$ cat src/rtl/morse_code_decoder.sv
// morse_code_decoder: turns Dot/Dash/Space/EndSeq events into ASCII characters
// Optional feature macro: MORSE_DIGITS_EN (5-element digit patterns decode to '0'..'9')
// Ports:
//   clk_i           clock, all state on rising edge
//   rst_i           synchronous active-high reset
//   signals_i[2:0]  event code: 000 dot, 001 dash, 010 space, 011 end-of-sequence, 111 idle
//   char_o[7:0]     last emitted ASCII character, held until the next emission
//   char_valid_o    one-cycle pulse, char_o is new this cycle
//   seq_done_o      one-cycle pulse, end-of-sequence accepted
//   error_o         one-cycle pulse, char_o carries ERR_CHAR
module morse_code_decoder #(
   parameter logic [7:0] ERR_CHAR = 8'h3F
) (
   input  logic       clk_i,
   input  logic       rst_i,
   input  logic [2:0] signals_i,
   output logic [7:0] char_o,
   output logic       char_valid_o,
   output logic       seq_done_o,
   output logic       error_o
);
   typedef enum logic [1:0] {IDLE, COLLECT, OVERFLOW} state_t;
   state_t     state_q, state_d;
   logic [4:0] pattern_q, pattern_d;
   logic [2:0] len_q, len_d, prev_q;
   logic [7:0] char_q, char_d;
   logic       valid_q, valid_d, done_q, done_d, err_q, err_d;
   logic       ev, is_elem, is_space, is_end, is_term;
   logic [8:0] lut;

   // Key is {length, pattern} with element n at pattern bit n (dash = 1), so
   // each code reads as the Morse string reversed; returns {error, ascii}.
   function automatic logic [8:0] lookup(input logic [2:0] l, input logic [4:0] p);
      case ({l, p})
         {3'd2, 5'b00010}: lookup = {1'b0, 8'h41};
         {3'd4, 5'b00001}: lookup = {1'b0, 8'h42};
         {3'd4, 5'b00101}: lookup = {1'b0, 8'h43};
         {3'd3, 5'b00001}: lookup = {1'b0, 8'h44};
         {3'd1, 5'b00000}: lookup = {1'b0, 8'h45};
         {3'd4, 5'b00100}: lookup = {1'b0, 8'h46};
         {3'd3, 5'b00011}: lookup = {1'b0, 8'h47};
         {3'd4, 5'b00000}: lookup = {1'b0, 8'h48};
         {3'd2, 5'b00000}: lookup = {1'b0, 8'h49};
         {3'd4, 5'b01110}: lookup = {1'b0, 8'h4A};
         {3'd3, 5'b00101}: lookup = {1'b0, 8'h4B};
         {3'd4, 5'b00010}: lookup = {1'b0, 8'h4C};
         {3'd2, 5'b00011}: lookup = {1'b0, 8'h4D};
         {3'd2, 5'b00001}: lookup = {1'b0, 8'h4E};
         {3'd3, 5'b00111}: lookup = {1'b0, 8'h4F};
         {3'd4, 5'b00110}: lookup = {1'b0, 8'h50};
         {3'd4, 5'b01011}: lookup = {1'b0, 8'h51};
         {3'd3, 5'b00010}: lookup = {1'b0, 8'h52};
         {3'd3, 5'b00000}: lookup = {1'b0, 8'h53};
         {3'd1, 5'b00001}: lookup = {1'b0, 8'h54};
         {3'd3, 5'b00100}: lookup = {1'b0, 8'h55};
         {3'd4, 5'b01000}: lookup = {1'b0, 8'h56};
         {3'd3, 5'b00110}: lookup = {1'b0, 8'h57};
         {3'd4, 5'b01001}: lookup = {1'b0, 8'h58};
         {3'd4, 5'b01101}: lookup = {1'b0, 8'h59};
         {3'd4, 5'b00011}: lookup = {1'b0, 8'h5A};
`ifdef MORSE_DIGITS_EN
         {3'd5, 5'b11111}: lookup = {1'b0, 8'h30};
         {3'd5, 5'b11110}: lookup = {1'b0, 8'h31};
         {3'd5, 5'b11100}: lookup = {1'b0, 8'h32};
         {3'd5, 5'b11000}: lookup = {1'b0, 8'h33};
         {3'd5, 5'b10000}: lookup = {1'b0, 8'h34};
         {3'd5, 5'b00000}: lookup = {1'b0, 8'h35};
         {3'd5, 5'b00001}: lookup = {1'b0, 8'h36};
         {3'd5, 5'b00011}: lookup = {1'b0, 8'h37};
         {3'd5, 5'b00111}: lookup = {1'b0, 8'h38};
         {3'd5, 5'b01111}: lookup = {1'b0, 8'h39};
`else
`endif
         default:          lookup = {1'b1, ERR_CHAR};
      endcase
   endfunction

   // Only codes 000..011 are events, and only when they differ from last cycle.
   assign ev       = !signals_i[2] && signals_i != prev_q;
   assign is_elem  = ev && !signals_i[1];
   assign is_space = ev && signals_i[1:0] == 2'b10;
   assign is_end   = ev && signals_i[1:0] == 2'b11;
   assign is_term  = is_space || is_end;
   assign lut      = lookup(len_q, pattern_q);

   always_ff @(posedge clk_i) begin
      if (rst_i) begin
         state_q   <= IDLE;
         pattern_q <= '0;
         len_q     <= '0;
         prev_q    <= 3'b111;
         char_q    <= '0;
         valid_q   <= 1'b0;
         done_q    <= 1'b0;
         err_q     <= 1'b0;
      end else begin
         state_q   <= state_d;
         pattern_q <= pattern_d;
         len_q     <= len_d;
         prev_q    <= signals_i;
         char_q    <= char_d;
         valid_q   <= valid_d;
         done_q    <= done_d;
         err_q     <= err_d;
      end
   end

   always_comb begin
      state_d   = state_q;
      pattern_d = pattern_q;
      len_d     = len_q;
      if (is_term) begin
         state_d   = IDLE;
         pattern_d = '0;
         len_d     = '0;
      end else if (is_elem && state_q != OVERFLOW) begin
         if (len_q == 3'd5) begin
            state_d = OVERFLOW;
         end else begin
            state_d   = COLLECT;
            pattern_d = pattern_q | (5'(signals_i[0]) << len_q);
            len_d     = len_q + 3'd1;
         end
      end
   end

   // EndSeq from IDLE only signals completion; every other terminator emits.
   always_comb begin
      valid_d = is_space || (is_end && state_q != IDLE);
      done_d  = is_end;
      err_d   = is_term && (state_q == OVERFLOW || (state_q == COLLECT && lut[8]));
      char_d  = !valid_d ? char_q :
                state_q == IDLE ? 8'h20 :
                state_q == OVERFLOW ? ERR_CHAR : lut[7:0];
   end

   assign char_o       = char_q;
   assign char_valid_o = valid_q;
   assign seq_done_o   = done_q;
   assign error_o      = err_q;
endmodule

$ cat config.mk
export PLATFORM = sky130hd
export DESIGN_NAME = morse_code_decoder
export DESIGN_NICKNAME = d
export VERILOG_FILES = /design/src/rtl/morse_code_decoder.sv
export SDC_FILE = /design/constraint.sdc
export NUM_CORES = 1
export LEC_CHECK = 0
export CAP_MARGIN = 20
export CORE_MARGIN = 2
export CORE_UTILIZATION = 45
export DETAILED_ROUTE_END_ITERATION = 10
export GPL_ROUTABILITY_DRIVEN = 0
export PLACE_DENSITY_LB_ADDON = 0.15
export RECOVER_POWER = 100
export REMOVE_ABC_BUFFERS = 1
export SLEW_MARGIN = 20
export SYNTH_ARGS = -nofsm -noshare
export SYNTH_HDL_FRONTEND = slang
export SYNTH_SLANG_ARGS = --single-unit
export TNS_END_PERCENT = 30
$ cat constraint.sdc
create_clock -name clk_i -period 1.7 [get_ports clk_i]
set_input_delay 0.34 -clock clk_i [delete_from_list [all_inputs] [get_ports clk_i]]
set_output_delay 0.34 -clock clk_i [all_outputs]
set_load 0.05 [all_outputs]
Figure 1. I/O nets highlighted.
Drawn at 6 px/um.
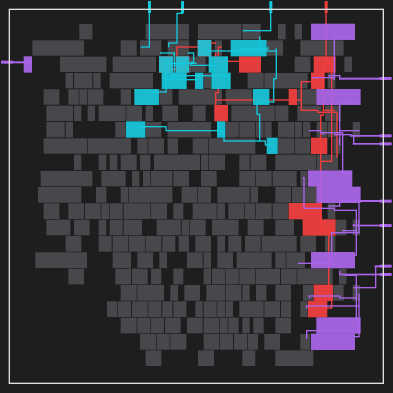
`signals_i`: marked cyan, bits 3, direction input, edge top, end cells 13, buffers 5, wire 133 um. `rst_i`: marked red, bits 1, direction input, edge top, end cells 14, buffers 3, wire 145 um. `char_o`: marked purple, bits 8, direction output, edge 7 right, 1 left, end cells 8, buffers 7, wire 188 um.

Figure 2. Met2 routing.
Drawn at 6 px/um.
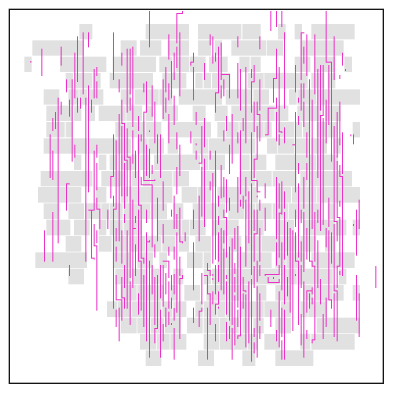
The wires run mostly vertical. 232 nets have wire on it. The layer carries 2180 um of wire.

Figure 3. Clock wiring as the flow saved it.
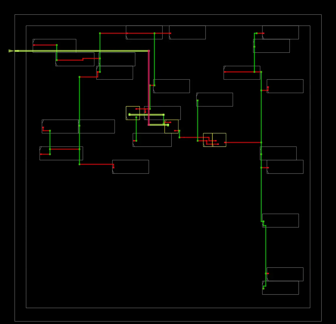
CTS buffer count: 3
clk_lat worst skew: 310 ps
clock buffer count in the final layout: 3
Seq cells: 23
clock group power: 0.000249 W

==> impl_metrics.env <==
# flow metrics
export IMPL_tns_ps=-1410
export IMPL_grt_usage_pct=21.4
export IMPL_yosysTopAreaCellShare_pct=30.3
export IMPL_sequentialPowerShare_pct=51.9
export IMPL_finish_instance_area_um2=2160
export IMPL_avgSynthCellArea_um2=8.26
export IMPL_pre_cts_ws_ps=-416
export IMPL_syn_to_final_growth_pct=42.3
export IMPL_wl_met1_um=1890
export IMPL_p_comb_w=0.000284
export IMPL_adder_share_pct=1.65
export IMPL_worst_slack_ps=-239
export IMPL_largest_reg_flops=7
export IMPL_fin_nets=260
export IMPL_utilization_pct=65.8
export IMPL_synth_cell_area_um2=1520
export IMPL_initial_core_util_pct=46.2
export IMPL_dp_cells=285
export IMPL_gr_max_usage_layer="met2"
export IMPL_end_kind="register"
export IMPL_post_dp_cell_area_um2=2000
export IMPL_grt_pass1_vias=1529
export IMPL_setup_viol=8
export IMPL_use_met3_pct=4.35
export IMPL_gr_usage_met1_pct=27.1
export IMPL_seq_area_um2=470
export IMPL_antennaDiodeCount=0
export IMPL_layout_cells_non_filler=298
export IMPL_ctsResizeCount=10
export IMPL_critPathCapture="char_o[0]"
export IMPL_holdPathStages=2
export IMPL_worstPathCellList="nand2b_1, buf_4, or3_1, o31ai_1, a21oi_4, a311oi_2"
export IMPL_min_period_over_period_pct=114
export IMPL_antenna_found_initial=0
export IMPL_violations="setup timing"
export IMPL_power_top_group="sequential cells"
export IMPL_r2r_end="char_o[0]"
export IMPL_aoi_share_pct=26.7
export IMPL_leakage_nw=0.893
export IMPL_postSynth_asyncResetShare_pct=0
export IMPL_slowest_stage="dfxtp_1"
export IMPL_clkCellAreaFrac_pct=1.27
export IMPL_cp_arrival_ps=2160
export IMPL_finalPower_w=0.00111
export IMPL_dieArea_um2=3860
export IMPL_hold_path_end="char_o[2]"
export IMPL_via_per_inst=5.45
export IMPL_finalClockSkew_ps=7.97
export IMPL_core_um2=3280
export IMPL_n_all_inverters=9
export IMPL_die_h_um=62.1
export IMPL_tool_warnings=28
export IMPL_crit_required_ps=1920
export IMPL_common_cells="nor2_1 (25), dfxtp_1 (23), a21oi_1 (17)"
export IMPL_critPathBufInv=1
export IMPL_xor_share_pct=2.31
export IMPL_final_common_cell="buf_4"
export IMPL_yosysTopAreaCell="dfxtp_1"
export IMPL_slew_violations=0
export IMPL_regToRegStartpoint="pattern_q[2]"
export IMPL_comb_area_share_pct=47.3
export IMPL_mux_area_share_pct=0
export IMPL_final_comb_area_um2=1020
export IMPL_ys_flop_type="dfxtp_1"
export IMPL_rows=21
export IMPL_buf_share_pct=25.5
export IMPL_whs_ps=518
export IMPL_cp_num_cells=6
export IMPL_irDropWorstVdd_mv=0.333
export IMPL_hp_class="register to register"
export IMPL_drt_pre_antenna_iters=4
export IMPL_power_density_nw_per_um2=513
export IMPL_routedWlPerCell_um=14.3
export IMPL_status="complete, but fails checks"
export IMPL_root_buffer="clkbuf_4"
export IMPL_clk_pin_slew_ps=130
export IMPL_p_clk_share_pct=22.5
export IMPL_tapCellCount=46
export IMPL_synth_seq_share_pct=30.3
export IMPL_yosysWarnings=0
Figure 4. Close-up of the layout.
Window x 37 to 57, y 37 to 57 um. Cells in grey, sequential cells in the stronger grey; small squares are vias.
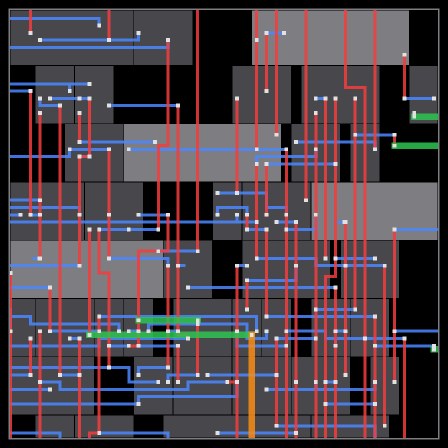
metal 2: marked red. metal 4: marked orange. metal 3: marked green. metal 1: marked blue.
Sequential cells in the window: 4. Most frequent: buf_4 (8), nor2_1 (4), dfxtp_1 (4). 36 logic cells have their middle in the window.

Figure 5. Wiring by layer.
Drawn at 10 px/um. Two of the layers only.
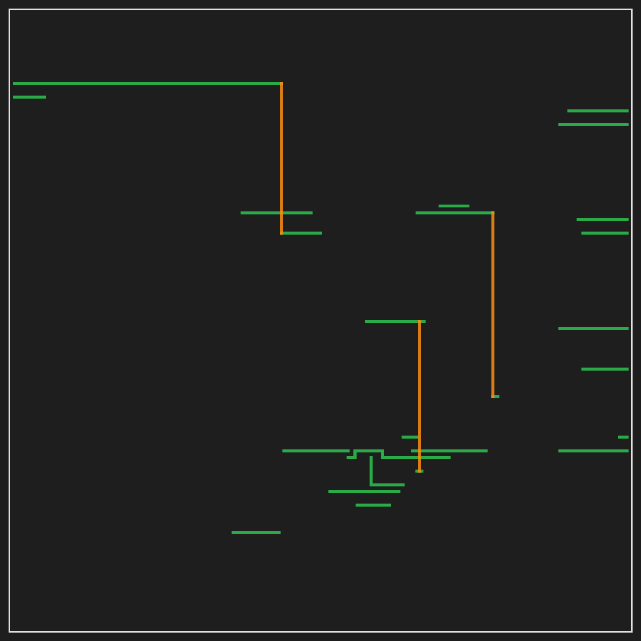
metal 4: marked orange, wire length 48.3 um. metal 3: marked green, wire length 145 um.

Power and IR drop assume default switching activity.
